==> src/rtl/addsub_register.sv <==
// Registered adder/subtractor with carry/borrow chaining and signed-overflow flag.
// Define ADDSUB_REGISTER_CARRIES_EN to build the per-bit carries register; otherwise carries reads zero.
module addsub_register #(
  parameter int unsigned            WORD_WIDTH  = 20,
  parameter logic [WORD_WIDTH-1:0]  RESET_VALUE = '0
) (
  input  logic                  clock,
  input  logic                  clear_n,
  input  logic                  clock_enable,
  input  logic                  add_sub,
  input  logic                  carry_in,
  input  logic [WORD_WIDTH-1:0] A,
  input  logic [WORD_WIDTH-1:0] B,
  output logic [WORD_WIDTH-1:0] sum,
  output logic                  carry_out,
  output logic [WORD_WIDTH-1:0] carries,
  output logic                  overflow
);

  logic [WORD_WIDTH-1:0] bx;
  logic                  cin;
  logic [WORD_WIDTH-1:0] s;
  logic                  c;
  logic                  msb_carry;

  // Subtraction is A + ~B + ~borrow_in; carry_out is re-inverted to read as a borrow.
  always_comb begin
    bx        = B ^ {WORD_WIDTH{add_sub}};
    cin       = carry_in ^ add_sub;
    {c, s}    = {1'b0, A} + {1'b0, bx} + {{WORD_WIDTH{1'b0}}, cin};
    msb_carry = A[WORD_WIDTH-1] ^ bx[WORD_WIDTH-1] ^ s[WORD_WIDTH-1];
  end

  always_ff @(posedge clock) begin
    if (!clear_n) begin
      sum       <= RESET_VALUE;
      carry_out <= 1'b0;
      overflow  <= 1'b0;
    end else if (clock_enable) begin
      sum       <= s;
      carry_out <= c ^ add_sub;
      overflow  <= msb_carry ^ c;
    end
  end

`ifdef ADDSUB_REGISTER_CARRIES_EN
  always_ff @(posedge clock) begin
    if (!clear_n) begin
      carries <= '0;
    end else if (clock_enable) begin
      carries <= A ^ bx ^ s;
    end
  end
`else
  assign carries = '0;
`endif

endmodule

==> config.mk <==
export PLATFORM = sky130hd
export DESIGN_NAME = addsub_register
export DESIGN_NICKNAME = d
export VERILOG_FILES = /design/src/rtl/addsub_register.sv
export SDC_FILE = /design/constraint.sdc
export NUM_CORES = 1
export LEC_CHECK = 0
export CAP_MARGIN = 30
export CORE_ASPECT_RATIO = 1.75
export CORE_MARGIN = 1
export CORE_UTILIZATION = 30
export DETAILED_ROUTE_END_ITERATION = 10
export MAX_ROUTING_LAYER = met4
export PLACE_DENSITY_LB_ADDON = 0.2
export SLEW_MARGIN = 40
export SYNTH_ARGS = -nofsm -noshare
export SYNTH_HDL_FRONTEND = slang
export SYNTH_SLANG_ARGS = --single-unit
==> constraint.sdc <==
create_clock -name clock -period 7.2 [get_ports clock]
set_clock_uncertainty 0.2 [all_clocks]
set_input_delay 2.16 -clock clock [delete_from_list [all_inputs] [get_ports clock]]
set_output_delay 2.16 -clock clock [all_outputs]
set_load 0.01 [all_outputs]
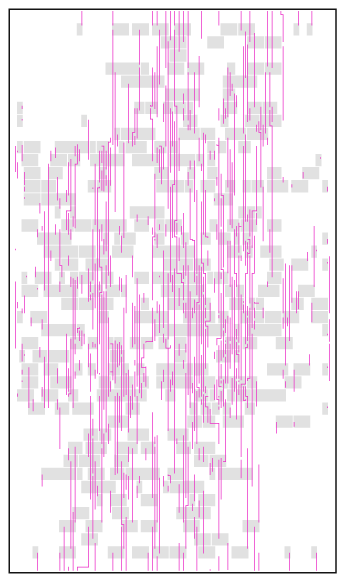
Run 1: M2 wires
- main direction: vertical
- wire length on this layer: 3530 um
- share of all routed wire: 54%
- nets with wire on the layer: 332
- longest straight run: 50.7 um

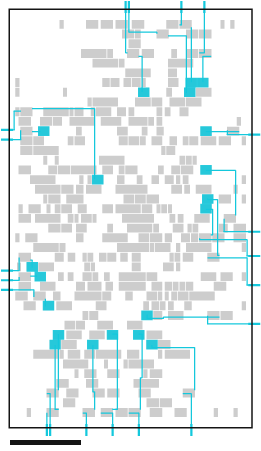
Run 1: port wiring
Scale bar: 20 um.
- B: cyan (bits 20; direction input; end cells 20; wire 493 um)
Port Buffer Count: 66
# IOs: 87

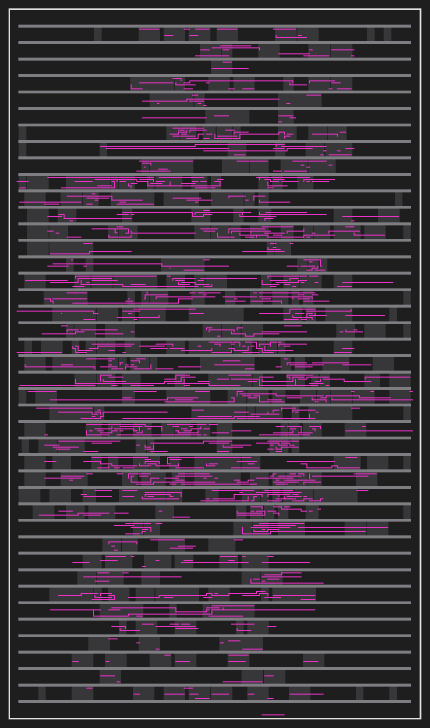
Run 1: signal wires on met1
Supply wires on this layer in grey.
- longest straight run: 20.2 um
- nets with wire on the layer: 335
- wire length on this layer: 2550 um
- main direction: horizontal
- share of all routed wire: 39%
met1 layer usage reported by global route: 0.191
Detailed Route WL: 6480 um
vias: 2123

==> flow_metrics.env, run 1 <==
# yosys + openroad results
export IMPL_drc_errors=0
export IMPL_maxCapViolations=0
export IMPL_crit_chain="clkdlybuf4s50_1, xnor2_1, fa_1, fa_1, nor2b_4, or2_4, a221o_4, a31oi_4, o32ai_1, nand4b_1, o211ai_1"
export IMPL_die_w_um=67.7
export IMPL_cts_tree="done"
export IMPL_status="complete, no violations"
export IMPL_ant_nets=0
export IMPL_postCtsSetupRepairBufs=0
export IMPL_h_tree_depth=1
export IMPL_synth_cell_types=57
export IMPL_wire_per_inst_um=15.8
export IMPL_worst_pin_slew_ps=705
export IMPL_hpwl_um=5130
export IMPL_dieArea_sq_mm=0.00791
export IMPL_root_buffer="clkbuf_16"
export IMPL_cp_data_arrival_time_ps=5460
export IMPL_setup_viol=0
export IMPL_fin_crit_sh=0.760
export IMPL_cp_slowest_stage_delay_ps=920
export IMPL_clock_fmax_mhz=183
export IMPL_yosysChipArea_sq_mm=0.00226
export IMPL_endpoint_kind="register"
export IMPL_holdBufCountCts=0
export IMPL_cts_buffers=3
export IMPL_area_delta_synth_final_pct=32.2
export IMPL_cts_sinks=22
export IMPL_place_area_sq_mm=0.00292
export IMPL_post_cts_resized=0
export IMPL_worst_path_most_repeated_cell="fa_1"
export IMPL_final_hold_violation_count=0
export IMPL_postSynthSeqShare=0.195
export IMPL_track_usage=0.178
export IMPL_crit_path_start="add_sub"
export IMPL_clk_latency_ps=250
export IMPL_overflow=0
export IMPL_ys_cells=266
export IMPL_synth_warnings=0
export IMPL_grt_antenna_before_repair=0
export IMPL_cp_max_fo=13
export IMPL_cts_max_path_buffers=2
export IMPL_syn_avg_cell_area_sq_um=8.51
export IMPL_required_ps=7180
export IMPL_grt_pass1_wl_um=10200
export IMPL_setup_tns_ps=0
export IMPL_core_area_sq_mm=0.00723
export IMPL_place_gp_congestion=0.869
export IMPL_via_per_inst=5.18
export IMPL_final_area_sq_mm=0.00299
export IMPL_mostFrequentLayoutCells="65 x clkdlybuf4s50_1, 22 x xor2_1, 22 x dfxtp_1"
export IMPL_worstHoldStart="sum[17]"
export IMPL_slew_violations=0
export IMPL_cp_start_kind="primary input"
export IMPL_worstReg2RegStart="sum[13]"
export IMPL_rsz0062_at_grt="no"
export IMPL_layout_filler_cells=750
export IMPL_powerDensity_mw_per_mm2=182
export IMPL_first_pass_iters=4
export IMPL_ff_latch_area_sq_um=440
export IMPL_drive_above_1_share=0.0648
export IMPL_mi_logic_area_sq_mm=0.00167
export IMPL_edf_count=0
export IMPL_initialDrtViolationCount=113
export IMPL_ys_flops=22
export IMPL_critical_path_class="in2reg"
export IMPL_grt_max_degree=32
export IMPL_warnings=26
export IMPL_mostFrequentLayoutCell="clkdlybuf4s50_1"
export IMPL_worst_hold_path_type="reg2reg"
export IMPL_grt_pass1_vias=2102
export IMPL_dieHeight_um=117
export IMPL_flop_cell="dfxtp_1"
export IMPL_final_util=0.414
export IMPL_clk_pin_slew_ps=60
export IMPL_synth_area_sq_mm=0.00226
export IMPL_num_rows=41
export IMPL_p_leak_uw=0.00123
export IMPL_async_reset_ff_frac=0
export IMPL_num_antenna_cells=0
export IMPL_fp_util=0.313
export IMPL_timing_final_crit_period_ps=5480
export IMPL_crit_slowest_cell="clkdlybuf4s50_1"
export IMPL_irDropWorstVdd_mv=0.0805
export IMPL_syn_inst=266
==> run 1: cells by family after synthesis <==
logic type,count (synthesis),share of synthesized area
simple gates,74,0.181
other cells,1,0.00166
xor+xnor,30,0.119
compound gates,70,0.242
buf+inv,39,0.0984
mux,9,0.0398
flops,22,0.195
fa+ha+maj,21,0.123
==> run 1: layout make-up <==
| class | count | area share |
|---|---|---|
| Sequential cell | 22 | 0.147 |
| Clock buffer | 3 | 0.0251 |
| Timing Repair Buffer | 68 | 0.224 |
| Inverter | 7 | 0.00878 |
| Tap cell | 86 | 0.0360 |
| Multi-Input combinational cell | 224 | 0.559 |
==> run 1: synthesized netlist by cell type, types with 4 or more instances <==
cell | n | share of area
dfxtp_1 | 22 | 0.19
xor2_1 | 22 | 0.085
buf_4 | 20 | 0.066
ha_1 | 19 | 0.11
nand3_1 | 18 | 0.040
a21oi_1 | 17 | 0.038
nor2_1 | 15 | 0.025
nand2_1 | 11 | 0.018
a21o_1 | 9 | 0.030
mux2i_1 | 9 | 0.040
clkbuf_1 | 8 | 0.013
o211ai_1 | 7 | 0.023
xnor2_1 | 7 | 0.027
inv_1 | 6 | 0.0099
o21ai_0 | 6 | 0.013
nand4b_1 | 5 | 0.019
or3_1 | 5 | 0.014
nand4_1 | 4 | 0.011
nor2b_1 | 4 | 0.011
==> run 1: routing by layer <==
layer	up-vias	global-route usage	wire length, um
met5	-	-	0
met1	988	0.191	2550
li1	1050	-	-
met2	74	0.323	3530
met4	0	0.0752	174
met3	11	0.0136	231
==> run 1: through the flow <==
stage	hold WS, ps	instances	setup WS, ps	total power, uW
after floorplan	298	285	2030	334
final	288	410	1720	543
after global placement	275	407	1520	428
after CTS	295	410	1680	549
after global routing	311	410	1560	582
after detailed placement	283	407	1440	428
==> run 1: flip-flops by register name, summed over array words and instances, names as in the netlist <==
signal / count
sum: 20
carry_out: 1
overflow: 1
==> run 1: path summary, 6_finish.rpt <==
kind | endpoint | slack [ps] | cells past startpoint
setup / recovery | sum[14] | 1720 | 11
hold / removal | sum[17] | 290 | 2
setup reg to reg | sum[13] | 6260 | 2
hold reg to reg | sum[17] | 290 | 2
==> run 1: power breakdown <==
| part | leakage [uW] | total (uW) | internal, uW | switching [uW] |
|---|---|---|---|---|
| clock network | 0.0000370 | 118 | 73.4 | 44.9 |
| logic | 0.00101 | 275 | 134 | 141 |
| registers | 0.000182 | 150 | 139 | 10.4 |
==> run 1: critical path, delay by kind of cell <==
family | cells | cell delay, ps
compound gates | 4 | 850
xor+xnor | 1 | 200
fa+ha+maj | 2 | 910
buf+inv | 1 | 920
simple gates | 3 | 410
Run 1, I/O pins on the die edge:
Scale bar: 20 um. Pins as bars across the die edge, other pins in grey.
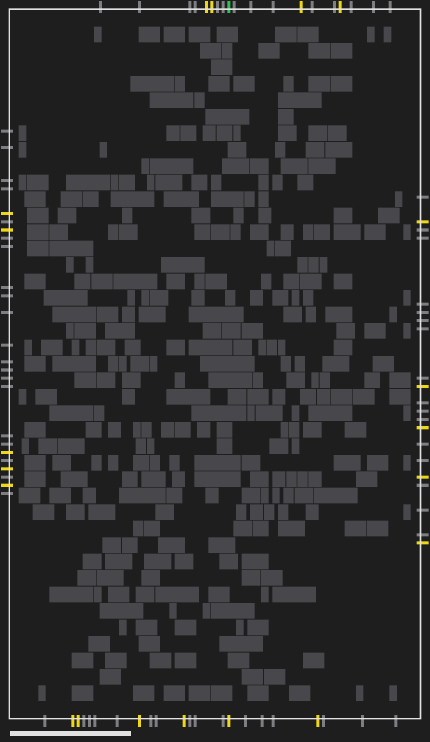

==> run 1 -> run 2 <==
==> constraint.sdc (replaced) <==
create_clock -name clock -period 4.48 [get_ports clock]
set_clock_uncertainty 0.2 [all_clocks]
set_input_delay 1.344 -clock clock [delete_from_list [all_inputs] [get_ports clock]]
set_output_delay 1.344 -clock clock [all_outputs]
set_load 0.01 [all_outputs]
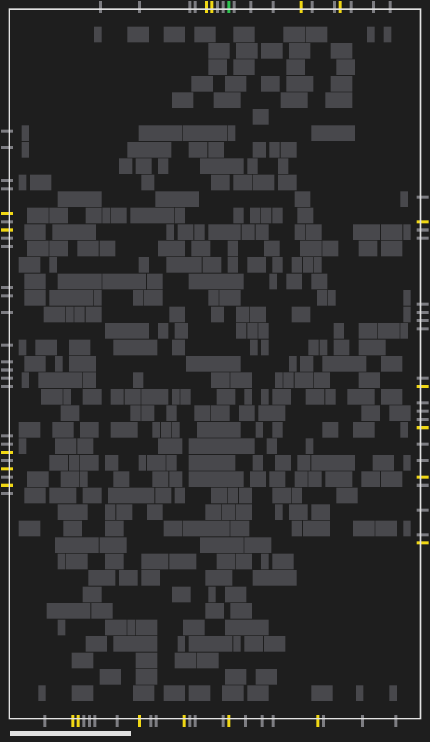
Run 2: I/O pins on the die edge
Scale bar: 20 um. Pins as bars across the die edge, other pins in grey.
- B: yellow (pins 20; direction input; edge 6 bottom, 5 left, 5 right, 4 top)
- clear_n: green (pins 1; direction input; edge top)
- all pins by edge: 25 left, 22 bottom, 21 right, 19 top
Die Y-Extent: 117 um
die width: 67.7 um

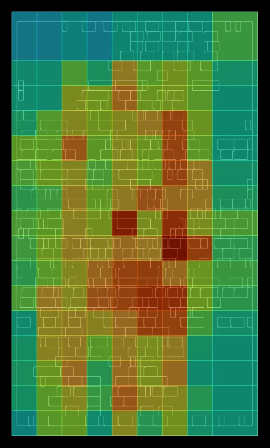
Run 2: congestion heat map
met1 layer usage reported by global route: 0.191
Total GRT Usage: 0.181
GRT met3 Usage: 0.0145
busiest grt layer: met2

==> flow_metrics.env, run 2 <==
# yosys + openroad results
export IMPL_grt_max_degree=31
export IMPL_ant_nets=0
export IMPL_rsz0062_at_grt="no"
export IMPL_yosysChipArea_sq_mm=0.00226
export IMPL_grt_pass1_vias=2230
export IMPL_h_tree_depth=1
export IMPL_worst_pin_slew_ps=625
export IMPL_ys_flops=22
export IMPL_edf_count=0
export IMPL_slew_headroom=0.581
export IMPL_yosys_area_top_type="dfxtp_1"
export IMPL_final_hold_violation_count=0
export IMPL_flop_cell="dfxtp_1"
export IMPL_regMostFlops="sum"
export IMPL_async_reset_ff_frac=0
export IMPL_cts_tree="done"
export IMPL_post_place_cells=419
export IMPL_yosys_top_cells_count="22 x dfxtp_1, 22 x xor2_1, 20 x buf_4"
export IMPL_setup_viol=0
export IMPL_syn_inst=266
export IMPL_num_rows=41
export IMPL_power_uw=965
export IMPL_area_delta_synth_final_pct=37.7
export IMPL_syn_avg_cell_area_sq_um=8.51
export IMPL_via_per_inst=5.14
export IMPL_post_cts_resized=0
export IMPL_endpoint_kind="register"
export IMPL_postCtsSetupRepairBufs=0
export IMPL_warnings=26
export IMPL_initialDrtViolationCount=65
export IMPL_num_antenna_cells=0
export IMPL_cts_buffers=3
export IMPL_fin_crit_sh=0.948
export IMPL_timing_final_crit_period_ps=4250
export IMPL_overflow=0
export IMPL_fin_cells=423
export IMPL_drc_errors=0
export IMPL_fin_nets=404
export IMPL_required_ps=4440
export IMPL_fp_util=0.313
export IMPL_preCtsSetupSlack_ps=-52.6
export IMPL_top_regs="sum (20), carry_out (1), overflow (1)"
export IMPL_mostFrequentLayoutCells="66 x clkdlybuf4s50_1, 22 x xor2_1, 22 x dfxtp_1"
export IMPL_io_pins=87
export IMPL_ys_cells=266
export IMPL_synth_warnings=0
export IMPL_core_area_sq_mm=0.00723
export IMPL_holdBufCountCts=0
export IMPL_synth_cell_types=57
export IMPL_slew_violations=0
export IMPL_place_area_sq_mm=0.00301
export IMPL_dieArea_sq_mm=0.00791
export IMPL_grt_use_met2=0.331
export IMPL_synth_area_sq_mm=0.00226
export IMPL_layout_setup_ws_ps=234
export IMPL_mostFrequentLayoutCell="clkdlybuf4s50_1"
export IMPL_powerDensity_mw_per_mm2=310
export IMPL_hpwl_um=5130
export IMPL_critical_path_class="in2reg"
export IMPL_clock_fmax_mhz=235
export IMPL_cp_max_fo=4
export IMPL_clk_latency_ps=260
export IMPL_p_leak_uw=0.00130
export IMPL_clk_pin_slew_ps=70
export IMPL_worst_hold_path_type="reg2reg"
export IMPL_final_area_sq_mm=0.00312
export IMPL_grt_pass1_wl_um=10500
export IMPL_cts_sinks=22
export IMPL_cts_max_path_buffers=2
export IMPL_first_pass_iters=4
export IMPL_final_util=0.431
export IMPL_irDropWorstVdd_mv=0.190
export IMPL_place_gp_congestion=0.887
export IMPL_status="complete, no violations"
export IMPL_drive_above_1_share=0.0979
export IMPL_grt_antenna_before_repair=0
export IMPL_cp_data_arrival_time_ps=4210
export IMPL_maxCapViolations=0
export IMPL_largest_reg_flops=20
export IMPL_wire_per_inst_um=15.4
export IMPL_yosysTopAreaCellShare=0.195
export IMPL_cp_start_kind="primary input"
export IMPL_numPortBuffers=66
export IMPL_postSynthSeqShare=0.195
export IMPL_top_cells_by_area="dfxtp_1 19%, ha_1 11%, xor2_1 8.5%"
export IMPL_root_buffer="clkbuf_16"
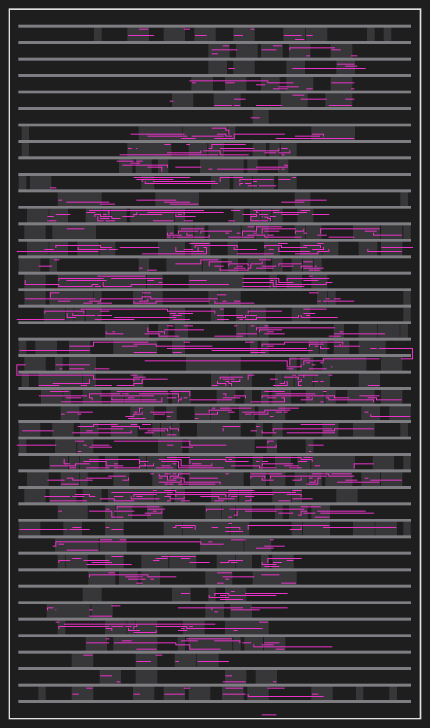
Run 2: signal wires on met1
Supply wires on this layer in grey.
- longest straight run: 24.8 um
- nets with wire on the layer: 338
- wire length on this layer: 2510 um
- main direction: horizontal
- share of all routed wire: 39%
Detailed Route WL: 6500 um
vias: 2175

-- run 2: kinds of logic (layout without fill, tap and decap cells) --
family | count (synthesis) | count (layout) | share of synthesized area
AND-OR/OR-AND | 70 | 70 | 0.242
XOR/XNOR | 30 | 30 | 0.119
adder cells (fa/ha/maj) | 21 | 21 | 0.123
buffers and inverters | 39 | 91 | 0.0984
flip-flops | 22 | 22 | 0.195
multiplexers | 9 | 9 | 0.0398
other | 1 | 20 | 0.00166
AND/OR/NAND/NOR | 74 | 74 | 0.181
-- run 2: critical path, stage by stage --
cell and delay (ps):
clkdlybuf4s50_1 560, xnor2_1 120, fa_1 450, fa_1 450, nor2b_4 130, or2_4 120, a221o_4 200, a31oi_4 120
o31ai_2 370, mux2i_1 140, a31o_1 200
-- run 2: area by class of cell --
type	count	area [sq um]
repair buffers	80	766
clock inverters	1	30.0
well taps	86	108
inverters	7	26.3
flip-flops and latches	22	440
clock buffers	3	75.1
multi-input cells	224	1670
fillers	737	4120
-- run 2: power by group --
group	switching [uW]	leakage (uW)	internal, uW	total [uW]
registers	16.4	0.000182	224	240
logic	229	0.00107	231	460
clock network	86.7	0.0000511	178	265
total	332	0.00130	633	965
-- run 2: through the flow --
| step | hold WS [ps] | setup TNS, ps |
|---|---|---|
| floorplan | 298 | 0 |
| global placement | 267 | 0 |
| detailed placement | 277 | -52.6 |
| CTS | 287 | 0 |
| global route | 326 | 0 |
| finish | 298 | 0 |
-- run 2: worst paths after layout --
kind,start,slack (ps),depth (start not counted),endpoint
worst max-delay path,add_sub,230,11,sum[18]
worst min-delay path,sum[0],300,2,sum[0]
worst max register to register,sum[13],3520,2,sum[13]
worst min register to register,sum[0],300,2,sum[0]
-- run 2: routing by layer --
layer  vias up  share of wire
li1       1073              -
met1      1018           0.39
met2        70           0.55
met3        14          0.037
met4         0          0.030
met5         -              0
==> run 2 -> run 3 <==
--- a/config.mk
+++ b/config.mk
@@ -9,6 +9,7 @@
 export CORE_ASPECT_RATIO = 1.75
 export CORE_MARGIN = 1
 export CORE_UTILIZATION = 30
+export CTS_CLUSTER_DIAMETER = 40
 export DETAILED_ROUTE_END_ITERATION = 10
 export MAX_ROUTING_LAYER = met4
 export PLACE_DENSITY_LB_ADDON = 0.2
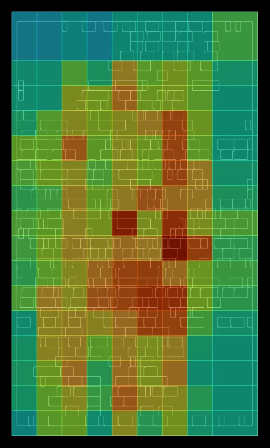
Run 3: congestion heat map
Util after Layout: 0.431
Avg WL per Cell: 15.4 um

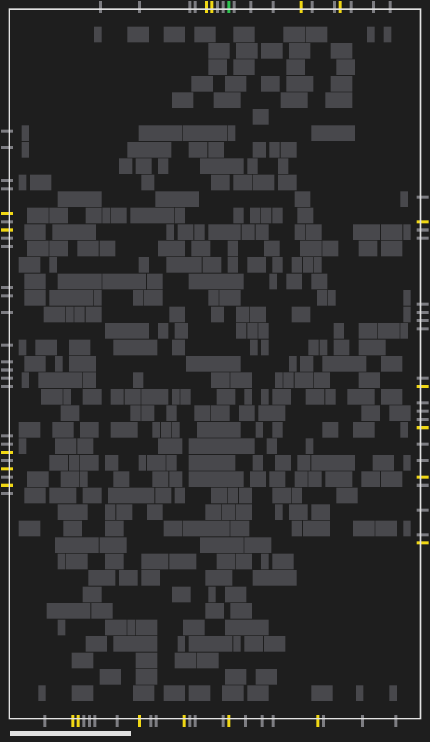
Run 3: I/O pins on the die edge
Scale bar: 20 um. Pins as bars across the die edge, other pins in grey.
- clear_n: green (pins 1; direction input; edge top)
- B: yellow (pins 20; direction input; edge 6 bottom, 5 left, 5 right, 4 top)

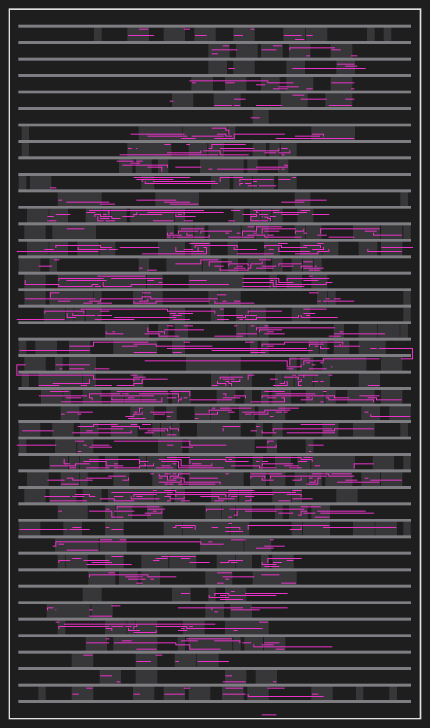
Run 3: signal wires on met1
Supply wires on this layer in grey.
- nets with wire on the layer: 338
- share of all routed wire: 39%
- main direction: horizontal
- wire length on this layer: 2510 um
- longest straight run: 24.8 um

==> flow_metrics.env, run 3 <==
# yosys + openroad results
export IMPL_status="complete, no violations"
export IMPL_top_regs="sum (20), carry_out (1), overflow (1)"
export IMPL_ys_flops=22
export IMPL_place_gp_congestion=0.887
export IMPL_irDropWorstVdd_mv=0.190
export IMPL_cts_max_path_buffers=2
export IMPL_grt_util_met3=0.0145
export IMPL_synthTopLogicFamily="AND-OR/OR-AND gates"
export IMPL_place_area_sq_mm=0.00301
export IMPL_fin_cells=423
export IMPL_num_antenna_cells=0
export IMPL_die_w_um=67.7
export IMPL_via_per_inst=5.14
export IMPL_initialDrtViolationCount=65
export IMPL_h_tree_depth=1
export IMPL_first_pass_iters=4
export IMPL_busiest_layer="met2"
export IMPL_worst_path_most_repeated_cell="fa_1"
export IMPL_crit_chain="clkdlybuf4s50_1, xnor2_1, fa_1, fa_1, nor2b_4, or2_4, a221o_4, a31oi_4, o31ai_2, mux2i_1, a31o_1"
export IMPL_yosys_top_cells_count="22 x dfxtp_1, 22 x xor2_1, 20 x buf_4"
export IMPL_num_rows=41
export IMPL_worst_hold_path_type="reg2reg"
export IMPL_final_hold_violation_count=0
export IMPL_syn_inst=266
export IMPL_dieArea_sq_mm=0.00791
export IMPL_slew_headroom=0.581
export IMPL_use_met1=0.191
export IMPL_hold_slack_ps=298
export IMPL_setup_tns_ps=0
export IMPL_warnings=26
export IMPL_cts_buffers=3
export IMPL_slew_violations=0
export IMPL_ys_sh_mux=0.0398
export IMPL_synth_area_sq_mm=0.00226
export IMPL_grt_pass1_vias=2230
export IMPL_largest_reg_flops=20
export IMPL_drc_errors=0
export IMPL_fp_util=0.313
export IMPL_cts_tree="done"
export IMPL_cp_start_kind="primary input"
export IMPL_edf_count=0
export IMPL_core_area_sq_mm=0.00723
export IMPL_post_place_cells=419
export IMPL_synthAdderAreaFrac=0.123
export IMPL_clk_latency_ps=260
export IMPL_compound_area_frac=0.242
export IMPL_layout_filler_cells=737
export IMPL_regMostFlops="sum"
export IMPL_grt_use_met2=0.331
export IMPL_ant_nets=0
export IMPL_clk_pin_slew_ps=70
export IMPL_num_vias=2175
export IMPL_final_area_sq_mm=0.00312
export IMPL_routed_wl_um=6500
export IMPL_cp_max_fo=4
export IMPL_maxCapViolations=0
export IMPL_fin_crit_sh=0.948
export IMPL_flop_cell="dfxtp_1"
export IMPL_postCtsSetupRepairBufs=0
export IMPL_numPortBuffers=66
export IMPL_async_reset_ff_frac=0
export IMPL_critical_path_class="in2reg"
export IMPL_yosys_area_top_type="dfxtp_1"
export IMPL_ff_latch_area_sq_um=440
export IMPL_synth_warnings=0
export IMPL_grt_pass1_wl_um=10500
export IMPL_cp_top_family="adder cells"
export IMPL_io_pins=87
export IMPL_powerDensity_mw_per_mm2=310
export IMPL_crit_slowest_cell="clkdlybuf4s50_1"
export IMPL_timing_final_crit_period_ps=4250
export IMPL_post_cts_resized=0
export IMPL_overflow=0
export IMPL_clock_fmax_mhz=235
export IMPL_top_cells_by_area="dfxtp_1 19%, ha_1 11%, xor2_1 8.5%"
export IMPL_mostFrequentLayoutCell="clkdlybuf4s50_1"
export IMPL_syn_avg_cell_area_sq_um=8.51
export IMPL_endpoint_kind="register"
export IMPL_synth_simple_area_share=0.181
export IMPL_grt_antenna_before_repair=0
export IMPL_yosysTopAreaCellShare=0.195
export IMPL_cts_sinks=22
export IMPL_synth_cell_types=57
export IMPL_ys_sh_xor=0.119
export IMPL_ys_cells=266
export IMPL_area_delta_synth_final_pct=37.7
export IMPL_r2r_setup_slack_ps=3520
export IMPL_cp_data_arrival_time_ps=4210
export IMPL_required_ps=4440
export IMPL_holdBufCountCts=0
export IMPL_worst_pin_slew_ps=625
export IMPL_postSynthSeqShare=0.195
export IMPL_rsz0062_at_grt="no"
export IMPL_setup_viol=0
export IMPL_cp_slowest_stage_delay_ps=560
export IMPL_hpwl_um=5130
export IMPL_mi_logic_area_sq_mm=0.00167
export IMPL_track_usage=0.181
export IMPL_dieHeight_um=117
export IMPL_root_buffer="clkbuf_16"
export IMPL_fin_nets=404
export IMPL_grt_max_degree=31
export IMPL_drive_above_1_share=0.0979
export IMPL_path_buffers=1
export IMPL_mostFrequentLayoutCells="66 x clkdlybuf4s50_1, 22 x xor2_1, 22 x dfxtp_1"
export IMPL_p_leak_uw=0.00130
export IMPL_yosysChipArea_sq_mm=0.00226
[run 3: cell counts after synthesis]
Identical to the previous run, type by type.
[run 3: path summary, 6_finish.rpt]
check,startpoint,end,cells past startpoint
worst min register to register,sum[0],sum[0],2
worst max register to register,sum[13],sum[13],2
worst min-delay path,sum[0],sum[0],2
worst max-delay path,add_sub,sum[18],11
[run 3: stage by stage]
stage | power [uW] | utilization | worst slack [ps]
2_1_floorplan | 537 | - | 124
3_3_place_gp | 703 | 0.416 | 6.35
3_5_place_dp | 705 | 0.416 | -52.6
4_1_cts | 973 | 0.431 | 223
5_1_grt | 1030 | 0.431 | 78.3
6_report | 965 | 0.431 | 234
[run 3: logic make-up after synthesis]
kind of cell / Yosys count
AND/OR/NAND/NOR: 74
AND-OR/OR-AND: 70
buffers and inverters: 39
XOR/XNOR: 30
flip-flops: 22
adder cells (fa/ha/maj): 21
multiplexers: 9
other: 1
[run 3: layer usage]
metal	part of all wire	vias to the layer above
met3	0.037	14
li1	-	1073
met4	0.030	0
met1	0.39	1018
met5	0	-
met2	0.55	70
[run 3: worst reg2reg max path, delay by kind of cell, from the launching register on]
family / cells / cell delay, ps
compound gates: 2 / 300
flops: 1 / 310
[run 3: layout make-up]
| type | instances | share of cell area |
|---|---|---|
| clock buffer | 3 | 0.0241 |
| inverter | 7 | 0.00843 |
| tap | 86 | 0.0345 |
| sequential | 22 | 0.141 |
| clock inverter | 1 | 0.00963 |
| timing repair buffer | 80 | 0.246 |
| multi-input combinational | 224 | 0.536 |
[run 3: power by group]
part	internal, uW	switching (uW)
combinational	231	229
clock	178	86.7
sequential	224	16.4
total	633	332
Power and IR drop assume default switching activity.
